--- src/rtl/tmds_decoder_pkg.sv ---
`default_nettype none
// ============================================================================
//  Module      : tmds_decoder_pkg
//  Description : Control-token constants, alignment FSM states and token
//                lookup shared by the TMDS decoder and its symbol decoder.
//  Revision    : 1.0 - initial release
// ============================================================================
package tmds_decoder_pkg;

    localparam logic [9:0] c_CTRL_00 = 10'b1101010100;
    localparam logic [9:0] c_CTRL_01 = 10'b0010101011;
    localparam logic [9:0] c_CTRL_10 = 10'b0101010100;
    localparam logic [9:0] c_CTRL_11 = 10'b1010101011;

    typedef enum logic [1:0] {
        ST_SEARCH = 2'd0,
        ST_SETTLE = 2'd1,
        ST_LOCKED = 2'd2
    } align_state_e;

    // Returns {is_ctrl, c1, c0}; c is 00 when the symbol is not a token.
    function automatic logic [2:0] tmds_ctrl_lookup(input logic [9:0] sym);
        logic [2:0] result;
        case (sym)
            c_CTRL_00: result = 3'b100;
            c_CTRL_01: result = 3'b101;
            c_CTRL_10: result = 3'b110;
            c_CTRL_11: result = 3'b111;
            default:   result = 3'b000;
        endcase
        return result;
    endfunction

endpackage
`default_nettype wire

--- src/rtl/tmds_symbol_decode.sv ---
`default_nettype none
// ============================================================================
//  Module      : tmds_symbol_decode
//  Description : Combinational map of one 10-bit TMDS symbol to {de, c, data}.
//  Revision    : 1.0 - initial release
// ============================================================================
module tmds_symbol_decode
    import tmds_decoder_pkg::*;
(
    input  logic [9:0] i_symbol,
    output logic       o_de,
    output logic [1:0] o_c,
    output logic [7:0] o_data
);

    logic [2:0] w_ctrl;
    logic [7:0] w_d;
    logic [6:0] w_x;

    always_comb begin
        w_ctrl = tmds_ctrl_lookup(i_symbol);
        w_d    = i_symbol[9] ? ~i_symbol[7:0] : i_symbol[7:0];
        // Bit 8 selects whether the encoder used an XOR or XNOR chain.
        w_x    = w_d[7:1] ^ w_d[6:0];
        o_de   = ~w_ctrl[2];
        o_c    = w_ctrl[2] ? w_ctrl[1:0] : 2'b00;
        o_data = w_ctrl[2] ? 8'h00
                           : {(i_symbol[8] ? w_x : ~w_x), w_d[0]};
    end

endmodule
`default_nettype wire

--- src/rtl/tmds_decoder.sv ---
`default_nettype none
// ============================================================================
//  Module      : tmds_decoder
//  Description : Two-stage TMDS symbol decoder with word-alignment FSM that
//                hunts for control tokens and requests bitslips.
//  Revision    : 1.0 - initial release
// ============================================================================
module tmds_decoder
    import tmds_decoder_pkg::*;
#(
    parameter int SEARCH_WINDOW = 2048,
    parameter int LOCK_COUNT    = 16,
    parameter int SLIP_SETTLE   = 16,
    parameter int LOSS_WINDOW   = 1048576
) (
    input  logic       clk_in,
    input  logic       rst_in,
    input  logic [9:0] tmds_in,
    input  logic       valid_in,
    output logic [7:0] data_out,
    output logic [1:0] c_out,
    output logic       de_out,
    output logic       valid_out,
    output logic       locked_out,
    output logic       bitslip_out
);

    localparam int c_SEARCH_W = $clog2(SEARCH_WINDOW + 1);
    localparam int c_LOCK_W   = $clog2(LOCK_COUNT + 1);
    localparam int c_SETTLE_W = $clog2(SLIP_SETTLE + 1);
    localparam int c_LOSS_W   = $clog2(LOSS_WINDOW + 1);

    localparam logic [c_SEARCH_W-1:0] c_SEARCH_MAX = c_SEARCH_W'(SEARCH_WINDOW);
    localparam logic [c_LOCK_W-1:0]   c_LOCK_MAX   = c_LOCK_W'(LOCK_COUNT);
    localparam logic [c_SETTLE_W-1:0] c_SETTLE_MAX = c_SETTLE_W'(SLIP_SETTLE);
    localparam logic [c_LOSS_W-1:0]   c_LOSS_MAX   = c_LOSS_W'(LOSS_WINDOW);

    logic       w_dec_de;
    logic [1:0] w_dec_c;
    logic [7:0] w_dec_data;

    tmds_symbol_decode u_decode (
        .i_symbol (tmds_in),
        .o_de     (w_dec_de),
        .o_c      (w_dec_c),
        .o_data   (w_dec_data)
    );

    // ------------------------------------------------------------------
    // Decode pipeline: stage 1 captures the decoded symbol, stage 2 drives
    // the outputs and holds them across invalid cycles.
    // ------------------------------------------------------------------
    logic       r_s1_valid;
    logic       r_s1_de;
    logic [1:0] r_s1_c;
    logic [7:0] r_s1_data;
    logic       r_valid;
    logic       r_de;
    logic [1:0] r_c;
    logic [7:0] r_data;

    always_ff @(posedge clk_in) begin
        if (rst_in) begin
            r_s1_valid <= 1'b0;
            r_s1_de    <= 1'b0;
            r_s1_c     <= 2'b00;
            r_s1_data  <= 8'h00;
            r_valid    <= 1'b0;
            r_de       <= 1'b0;
            r_c        <= 2'b00;
            r_data     <= 8'h00;
        end else begin
            r_s1_valid <= valid_in;
            r_s1_de    <= w_dec_de;
            r_s1_c     <= w_dec_c;
            r_s1_data  <= w_dec_data;
            r_valid    <= r_s1_valid;
            if (r_s1_valid) begin
                r_data <= r_s1_data;
                r_de   <= r_s1_de;
                // Data periods keep the last control value on c_out.
                if (!r_s1_de) begin
                    r_c <= r_s1_c;
                end
            end
        end
    end

    // ------------------------------------------------------------------
    // Alignment FSM
    // ------------------------------------------------------------------
    align_state_e          r_state,      w_state_nx;
    logic [c_SEARCH_W-1:0] r_search_cnt, w_search_nx;
    logic [c_LOCK_W-1:0]   r_run_cnt,    w_run_nx;
    logic [c_SETTLE_W-1:0] r_settle_cnt, w_settle_nx;
    logic [c_LOSS_W-1:0]   r_loss_cnt,   w_loss_nx;
    logic [1:0]            r_last_c,     w_last_c_nx;
    logic                  r_slip,       w_slip_nx;

    always_ff @(posedge clk_in) begin
        if (rst_in) begin
            r_state      <= ST_SEARCH;
            r_search_cnt <= '0;
            r_run_cnt    <= '0;
            r_settle_cnt <= '0;
            r_loss_cnt   <= '0;
            r_last_c     <= 2'b00;
            r_slip       <= 1'b0;
        end else begin
            r_state      <= w_state_nx;
            r_search_cnt <= w_search_nx;
            r_run_cnt    <= w_run_nx;
            r_settle_cnt <= w_settle_nx;
            r_loss_cnt   <= w_loss_nx;
            r_last_c     <= w_last_c_nx;
            r_slip       <= w_slip_nx;
        end
    end

    always_comb begin
        w_state_nx  = r_state;
        w_search_nx = r_search_cnt;
        w_run_nx    = r_run_cnt;
        w_settle_nx = r_settle_cnt;
        w_loss_nx   = r_loss_cnt;
        w_last_c_nx = r_last_c;
        w_slip_nx   = 1'b0;
        case (r_state)
            ST_SEARCH: begin
                if (valid_in) begin
                    if (!w_dec_de) begin
                        w_search_nx = '0;
                        w_last_c_nx = w_dec_c;
                        // A non-zero run means the previous symbol was a token.
                        if (r_run_cnt != '0 && w_dec_c == r_last_c) begin
                            w_run_nx = r_run_cnt + 1'b1;
                        end else begin
                            w_run_nx = c_LOCK_W'(1);
                        end
                        if (w_run_nx == c_LOCK_MAX) begin
                            w_state_nx = ST_LOCKED;
                            w_run_nx   = '0;
                            w_loss_nx  = '0;
                        end
                    end else begin
                        w_run_nx    = '0;
                        w_search_nx = r_search_cnt + 1'b1;
                        if (w_search_nx == c_SEARCH_MAX) begin
                            w_slip_nx   = 1'b1;
                            w_search_nx = '0;
                            w_settle_nx = '0;
                            w_state_nx  = ST_SETTLE;
                        end
                    end
                end
            end
            ST_SETTLE: begin
                w_settle_nx = r_settle_cnt + 1'b1;
                if (w_settle_nx == c_SETTLE_MAX) begin
                    w_state_nx  = ST_SEARCH;
                    w_settle_nx = '0;
                    w_search_nx = '0;
                    w_run_nx    = '0;
                end
            end
            ST_LOCKED: begin
                if (valid_in) begin
                    if (!w_dec_de) begin
                        w_loss_nx = '0;
                    end else begin
                        w_loss_nx = r_loss_cnt + 1'b1;
                        if (w_loss_nx == c_LOSS_MAX) begin
                            w_state_nx  = ST_SEARCH;
                            w_loss_nx   = '0;
                            w_search_nx = '0;
                            w_run_nx    = '0;
                        end
                    end
                end
            end
            default: begin
                w_state_nx = ST_SEARCH;
            end
        endcase
    end

    assign data_out    = r_data;
    assign c_out       = r_c;
    assign de_out      = r_de;
    assign valid_out   = r_valid;
    assign locked_out  = (r_state == ST_LOCKED);
    assign bitslip_out = r_slip;

endmodule
`default_nettype wire

--- config.mk ---
export PLATFORM = sky130hd
export DESIGN_NAME = tmds_decoder
export DESIGN_NICKNAME = d
export VERILOG_FILES = /design/src/rtl/tmds_decoder_pkg.sv /design/src/rtl/tmds_symbol_decode.sv /design/src/rtl/tmds_decoder.sv
export SDC_FILE = /design/constraint.sdc
export NUM_CORES = 1
export LEC_CHECK = 0
export ABC_AREA = 0
export CORE_MARGIN = 2
export CORE_UTILIZATION = 37
export DETAILED_ROUTE_END_ITERATION = 6
export PLACE_DENSITY = 0.55
export SYNTH_ARGS = -nofsm -noshare
export SYNTH_HDL_FRONTEND = slang
export SYNTH_SLANG_ARGS = --single-unit
--- constraint.sdc ---
create_clock -name clk_in -period 7.9 [get_ports clk_in]
set_input_delay 1.975 -clock clk_in [delete_from_list [all_inputs] [get_ports clk_in]]
set_output_delay 1.975 -clock clk_in [all_outputs]
set_load 0.01 [all_outputs]
==> run_1/clk_routes.png <==
Scale: 3 px per um.
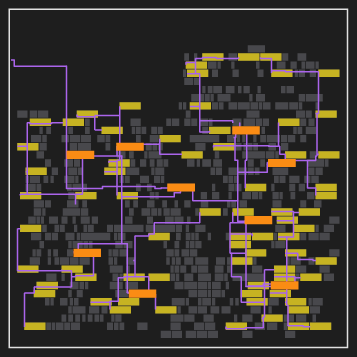
[purple] clock wires | length: 1060 um
[orange] clock drivers | count: 9
[yellow] flip-flops | count: 72
routed clock nets: 10
flops lie: spread over the die
clock network power: 0.427 mW
clock power share: 49.7%
Worst Clk Skew: 0.007475 ns
Insertion Delay late pin: 0.34 ns

==> run_1/cell_density.png <==
Scale: 3 px per um. 11 x 11 tiles, from white (low) to dark blue (high), 0 to 100% covered.
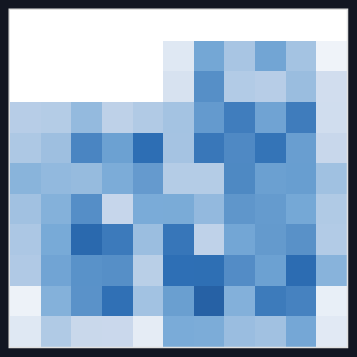
nearly empty tiles: 17%
mean over tiles: 38%
emptiest ninth of the die: north-west
tiles over 75% full: 2.5%
fullest tile: 80%
area inside the core boundary: 11420 um^2
post-layout util: 43.15%
Pre-Place Util: 37.95%

==> results.txt, run 1 <==
The implementation run finished. For the worst reg-to-reg path, the startpoint reported by OpenROAD is r_loss_cnt[9]$_SDFFE_PP0P_. Cell-internal power landed at 0.6468 mW. Per the CTS log, the buffer count on the longest clock path is 2.

Count of antenna diodes in the layout landed at 0. Net count after synthesis landed at 541. The number of buffers and inverters on the critical path is 3. Number of routed nets with antenna violations landed at 0. The commonest register cell is sky130_fd_sc_hd__dfxtp_1. Width of the chip landed at 112.2 um.

Number of global-route vias before repair landed at 3539. Number of nets in the final layout landed at 543. Looking at the critical path, the single cell with the biggest stage delay is sky130_fd_sc_hd__clkdlybuf4s50_1. Number of post-CTS setup repair buffers landed at 0.

The number of antenna violations at the first check in global routing is 0. In the synthesis report, Yosys lists the chip area as 4333 um^2. Leakage power landed at 1.715 nW. Number of clock sinks landed at 72. Register bit count reported by yosys landed at 72.

The transition time recorded at the tightest slew-check pin is 1.097 ns. The script logs the mean routed wire length per placed instance as 15.15 um. By instance count, the cell type seen most on the critical path is sky130_fd_sc_hd__nand2_1. Top-level I/O count landed at 27.

For reference, the final report shows the hold violation count at 0. Largest net degree at the start of global routing landed at 42. Height of the chip landed at 112.2 um. Routability-driven placement congestion ratio landed at 0.8257. STA reports the tightest min-delay check as being of type reg -> reg. Setup repair after global routing left no endpoint under its margin. The Yosys step of the flow raised 0 warnings. For this design the ratio of total power to cell area is 174.2 nW/um^2. Sorting the synthesized cells by how often they occur yields sky130_fd_sc_hd__dfxtp_1 (72), sky130_fd_sc_hd__nand2_1 (55), sky130_fd_sc_hd__nor2_1 (33).

Global routing consumed, on the met2 layer, 26.59% of the routing resources. The script logs the ratio of routed vias to standard cells as 5.651. The report counts max-capacitance violations totalling 0.

In this run the tool buffered the top-level ports with 26 buffer cells. Number of flops mapped to enable cells by yosys landed at 0. Clock slew at the register clock pins of the worst setup and hold paths landed at 0.07 ns.

By startpoint and endpoint, the worst setup path is classified as in -> reg. Async set-reset flop share out of synthesis landed at 0%. The stage logs contain a warning count of 32. Placed wire-length estimate landed at 6890 um. Global routing used 16.38% of the available tracks across all layers.

Deepest level of the CTS H-tree landed at 3. The run finished with clean final reports. Overall power consumption after layout is estimated at 0.8585 mW. The root buffer cell chosen for the clock tree is sky130_fd_sc_hd__clkbuf_16. met2 is the most crowded layer. The worst pin sits at a relative slew slack of 26.64%.

The first global-routing pass estimated 16990 um of wire.
==> run_1/layer_met1.png <==
Scale: 2 px per um. Supply wires on this layer in grey.
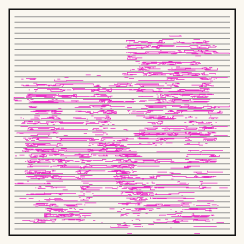
share of all routed wire: 49%
wire length on this layer: 4960 um
nets with wire on the layer: 506
global routing usage on met1: 21.41%
sum of routed wire length over all layers: 10080 um
via count: 3758

## run 1: per-stage QoR
stage / instance area [um^2] / worst slack [ns] / util, % / std cells
after global routing: 4927 / 2.373 / 43.15 / 665
after global placement: 4618 / 2.543 / 40.44 / 649
after CTS: 4927 / 2.675 / 43.15 / 665
after detailed placement: 4618 / 2.345 / 40.44 / 649
final: 4927 / 2.669 / 43.15 / 665
after floorplan: 4333 / 3.848 / - / 515
## run 1: tightest hold or removal path: cells and delay by family (launching register included)
family,cells,cell delay (ns)
flops,1,0.30
mux,1,0.06
simple gates,1,0.07
## run 1: routing by layer
layer,wire [um],part of all wire (%),vias to the layer above
met5,0,0,-
met4,167,1.7,0
met3,284,2.8,16
met2,4662,46,56
met1,4963,49,1760
li1,-,-,1926
## run 1: power groups by stage
stage,Combinational (mW),Clock (mW),Sequential [mW]
global route,0.0592,0.454,0.378
finish,0.0541,0.427,0.378
global placement,0.0535,0,0.386
detailed placement,0.0540,0,0.386
floorplan,0.0340,0,0.384
CTS,0.0541,0.441,0.378
## run 1: flip-flops by register name (all words and copies together), names as in the netlist
register / flops
bitslip_out: 1
c_out: 2
data_out: 8
de_out: 1
r_last_c: 2
r_loss_cnt: 21
r_run_cnt: 5
r_s1_c: 2
r_s1_data: 8
r_s1_de: 1
r_s1_valid: 1
r_search_cnt: 12
r_settle_cnt: 5
r_state: 2
valid_out: 1
## run 1: worst paths after layout
| kind | slack [ns] | to | cells past startpoint |
|---|---|---|---|
| min reg2reg | 0.47 | data_out[6]$_SDFFE_PP0P_ | 2 |
| max reg2reg | 4.09 | r_loss_cnt[6]$_SDFFE_PP0P_ | 7 |
| max | 2.67 | r_loss_cnt[6]$_SDFFE_PP0P_ | 11 |
| min | 0.47 | data_out[6]$_SDFFE_PP0P_ | 2 |
## run 1: layout by cell type, fill, tap and decap left out, types with 19 or more instances in the layout
cell                              count
sky130_fd_sc_hd__xnor2_1             19
sky130_fd_sc_hd__o21ai_0             19
sky130_fd_sc_hd__dfxtp_1             72
sky130_fd_sc_hd__nand4_1             23
sky130_fd_sc_hd__inv_1               19
sky130_fd_sc_hd__nand2_1             55
sky130_fd_sc_hd__clkdlybuf4s50_1     26
sky130_fd_sc_hd__a21oi_1             23
sky130_fd_sc_hd__nand3_1             22
sky130_fd_sc_hd__nor2_1              33
## run 1: cells by family after synthesis
family / share of synthesized area, %
buf+inv: 5.718
mux: 3.494
compound gates: 20.68
simple gates: 28.24
flops: 33.27
xor+xnor: 4.851
fa+ha+maj: 3.754
## run 1: layout make-up
type                            count  area (um^2)  share of cell area [%]
Multi-Input combinational cell    385         2644                   53.66
Timing Repair Buffer               28        275.3                   5.587
Sequential cell                    72         1441                   29.25
Tap cell                          143        178.9                   3.631
Clock inverter                      7        83.83                   1.701
Inverter                           21        78.83                   1.600
Clock buffer                        9        225.2                   4.571
==> run_1/clocks.png <==
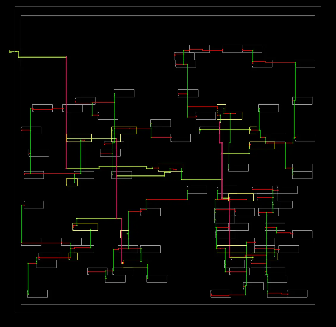

==> inputs of run 2 (changes only) <==
Settings changed: PLACE_DENSITY 0.55 to 0.57.
Clock period 7.9 ns to 4.5 ns, I/O delays scaled along.
==> run_2/clocks.png <==
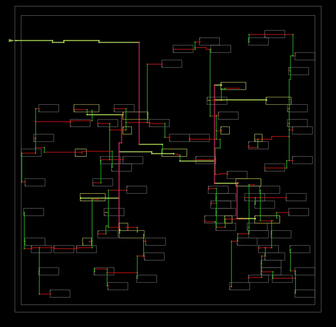
Clock Sinks: 72
Seq cells: 72
number of clock-tree buffers in the layout: 9

==> run 2 against run 1 <==
Effect of this change:
- register-to-register slack worse by 2.8 ns
- worst setup slack worse by 2.0 ns
- clock skew hardly changed
- critical path depth is 1 lower
- critical path type unchanged
- first-iteration DRC count is 24% higher
- sequential share of layout area is 0.089 points lower
- wire length is 0.78% higher
==> results.txt, run 2 <==
The implementation run finished. Width of the chip landed at 112.2 um. The synthesis report names the predominant flop master as sky130_fd_sc_hd__dfxtp_1. At floorplan, the net count of the design was reported as 541. The detail route stage leaves a number of antenna-violating nets equal to 0.

Counting flops with a built-in enable in the synthesized netlist gives 0. Yosys synthesis chip area landed at 4333 um^2. Sorting the synthesized cells by how often they occur yields sky130_fd_sc_hd__dfxtp_1 (72), sky130_fd_sc_hd__nand2_1 (55), sky130_fd_sc_hd__nor2_1 (33).

The final hold violation count recorded for this run is 0. From bottom edge to top edge, the die measures 112.2 um. Of the post-synthesis cell area, the dominant cell type holds 33.27%. Number of post-CTS setup repair buffers landed at 0. At the end of the flow, the number of nets in the layout was 548.

The largest registers in the layout are r_loss_cnt: 21 flops, r_search_cnt: 12 flops. Core utilization of the finished layout landed at 43.28%. Checking hold timing, the worst path is listed with class reg -> reg. Final standard cell count with taps included and fillers excluded landed at 670. Register bit count reported by yosys landed at 72. Per the CTS log, the root buffer master is sky130_fd_sc_hd__clkbuf_16. The region available for standard cell placement spans 11420 um^2. Slew of the pin with the lowest slew margin landed at 0.5880 ns. Global-route usage over all layers landed at 16.13%. The final report gives the standard cell area, fillers excluded, as 4942 um^2.

Number of filler cells placed in the layout landed at 1141. Placed wire-length estimate landed at 7005 um. Fmax landed at 263.4 MHz. Per-cell routed wire length landed at 15.16 um.

At the end of routability-driven placement, the weighted congestion stood at 0.8653. The top cell type in the final layout, fill and taps aside, is sky130_fd_sc_hd__dfxtp_1. First-pass GRT wire length landed at 16910 um. At the placement stage, the worst setup path has a slack of 0.3901 ns. Clock insertion delay at the later pin of the skew report landed at 0.34 ns. Power spread over the standard cell area amounts to 294.2 nW/um^2.

Per the run summary, max-cap violations total 0. Summing over every cut layer, the via total after detailed routing is 3817. Cell-internal power landed at 1.082 mW. Worst path buffer plus inverter count landed at 2. The number of global-route vias before repair was 3506. In the post-route analysis, the smallest setup slack over all paths is 0.7032 ns. The flow ran to the end, and the final reports show no timing, DRC or antenna violations. The critical path is of the in -> reg type.

Buffers placed on the I/O ports in this run total 26. Cell count after placement landed at 654. The registers of the reported paths see a clock transition of 0.07 ns.

Setup repair after global routing left no endpoint under its margin. Area of placed instances landed at 4656 um^2. Worst setup skew after layout landed at 0.007266 ns. The max-slew check reports its worst relative slack as 60.44%. On the critical path, the stage with the largest delay is an instance of sky130_fd_sc_hd__or3_1. The H-tree generated during clock tree synthesis spans 3 levels. The synthesis log from Yosys contains 0 warnings. Deepest clock path buffer count landed at 2. Relative contribution of the clock network to total power landed at 47.7%. Pin placement for this block handled 27 I/O pins. Async set-reset flop share out of synthesis landed at 0%. Count of antenna diodes in the layout landed at 0.

For this block, the routed nets add up to 10160 um of wire. Ranking logic cells in the layout by count gives the top entries sky130_fd_sc_hd__dfxtp_1 (72), sky130_fd_sc_hd__nand2_1 (55), sky130_fd_sc_hd__nor2_1 (33), sky130_fd_sc_hd__clkdlybuf4s50_1 (26).
-- run 2: cell counts after synthesis --
Identical to the previous run, type by type.
-- run 2: worst paths after layout --
check	cells past startpoint	slack (ns)	endpoint	from
min	2	0.47	data_out[4]$_SDFFE_PP0P_	r_s1_data[4]$_SDFF_PP0_
max reg2reg	7	1.26	r_loss_cnt[3]$_SDFFE_PP0P_	r_loss_cnt[7]$_SDFFE_PP0P_
max	10	0.70	r_loss_cnt[3]$_SDFFE_PP0P_	tmds_in[0]
min reg2reg	2	0.47	data_out[4]$_SDFFE_PP0P_	r_s1_data[4]$_SDFF_PP0_
-- run 2: logic make-up after synthesis --
logic type                 Yosys count  synth area share, %
adders and majority gates           13                3.754
and+or+nand+nor                    222                28.24
xor gates and xnor gates            24                4.851
DFF                                 72                33.27
muxes                               15                3.494
buffers and inverters               58                5.718
AOI/OAI and AO/OA                  111                20.68
-- run 2: worst reg2reg max path: stages, from the launching register on --
cell                        delay, ns
sky130_fd_sc_hd__dfxtp_1         0.53
sky130_fd_sc_hd__nand4_2         0.24
sky130_fd_sc_hd__nor4_2          0.57
sky130_fd_sc_hd__nand2_1         0.20
sky130_fd_sc_hd__o2bb2ai_2       0.19
sky130_fd_sc_hd__a41oi_4         0.55
sky130_fd_sc_hd__nand2_2         0.43
sky130_fd_sc_hd__o311ai_0        0.43
-- run 2: layer usage --
layer  track usage [%]  vias up  part of all wire (%)
li1                  -     1924                     -
met1             21.01     1810                    47
met2             26.51       69                    47
met3             3.618       14                   4.2
met4             5.447        0                   1.4
met5                 0        -                     0
-- run 2: final cells by class --
cell class,count,area [um^2],share of cell area (%)
multi-input cells,385,2644,53.49
flip-flops and latches,72,1441,29.16
repair buffers,33,312.8,6.329
clock buffers,9,225.2,4.557
well taps,143,178.9,3.620
inverters,21,78.83,1.595
clock inverters,7,61.31,1.241
-- run 2: power groups by stage --
stage / clock [mW] / sequential, mW / combinational, mW
2_1_floorplan: 0 / 0.675 / 0.0596
3_3_place_gp: 0 / 0.677 / 0.0967
3_5_place_dp: 0 / 0.677 / 0.0978
4_1_cts: 0.716 / 0.663 / 0.0981
5_1_grt: 0.738 / 0.664 / 0.107
6_report: 0.694 / 0.663 / 0.0973
-- run 2: per-stage QoR --
stage / power [mW] / hold slack [ns]
detailed placement: 0.7746 / 0.4566
global placement: 0.7732 / 0.4474
finish: 1.454 / 0.4654
floorplan: 0.7343 / 0.4403
CTS: 1.477 / 0.4715
global route: 1.509 / 0.4778
Power figures rest on the tool's default switching activity, not on a simulated workload.
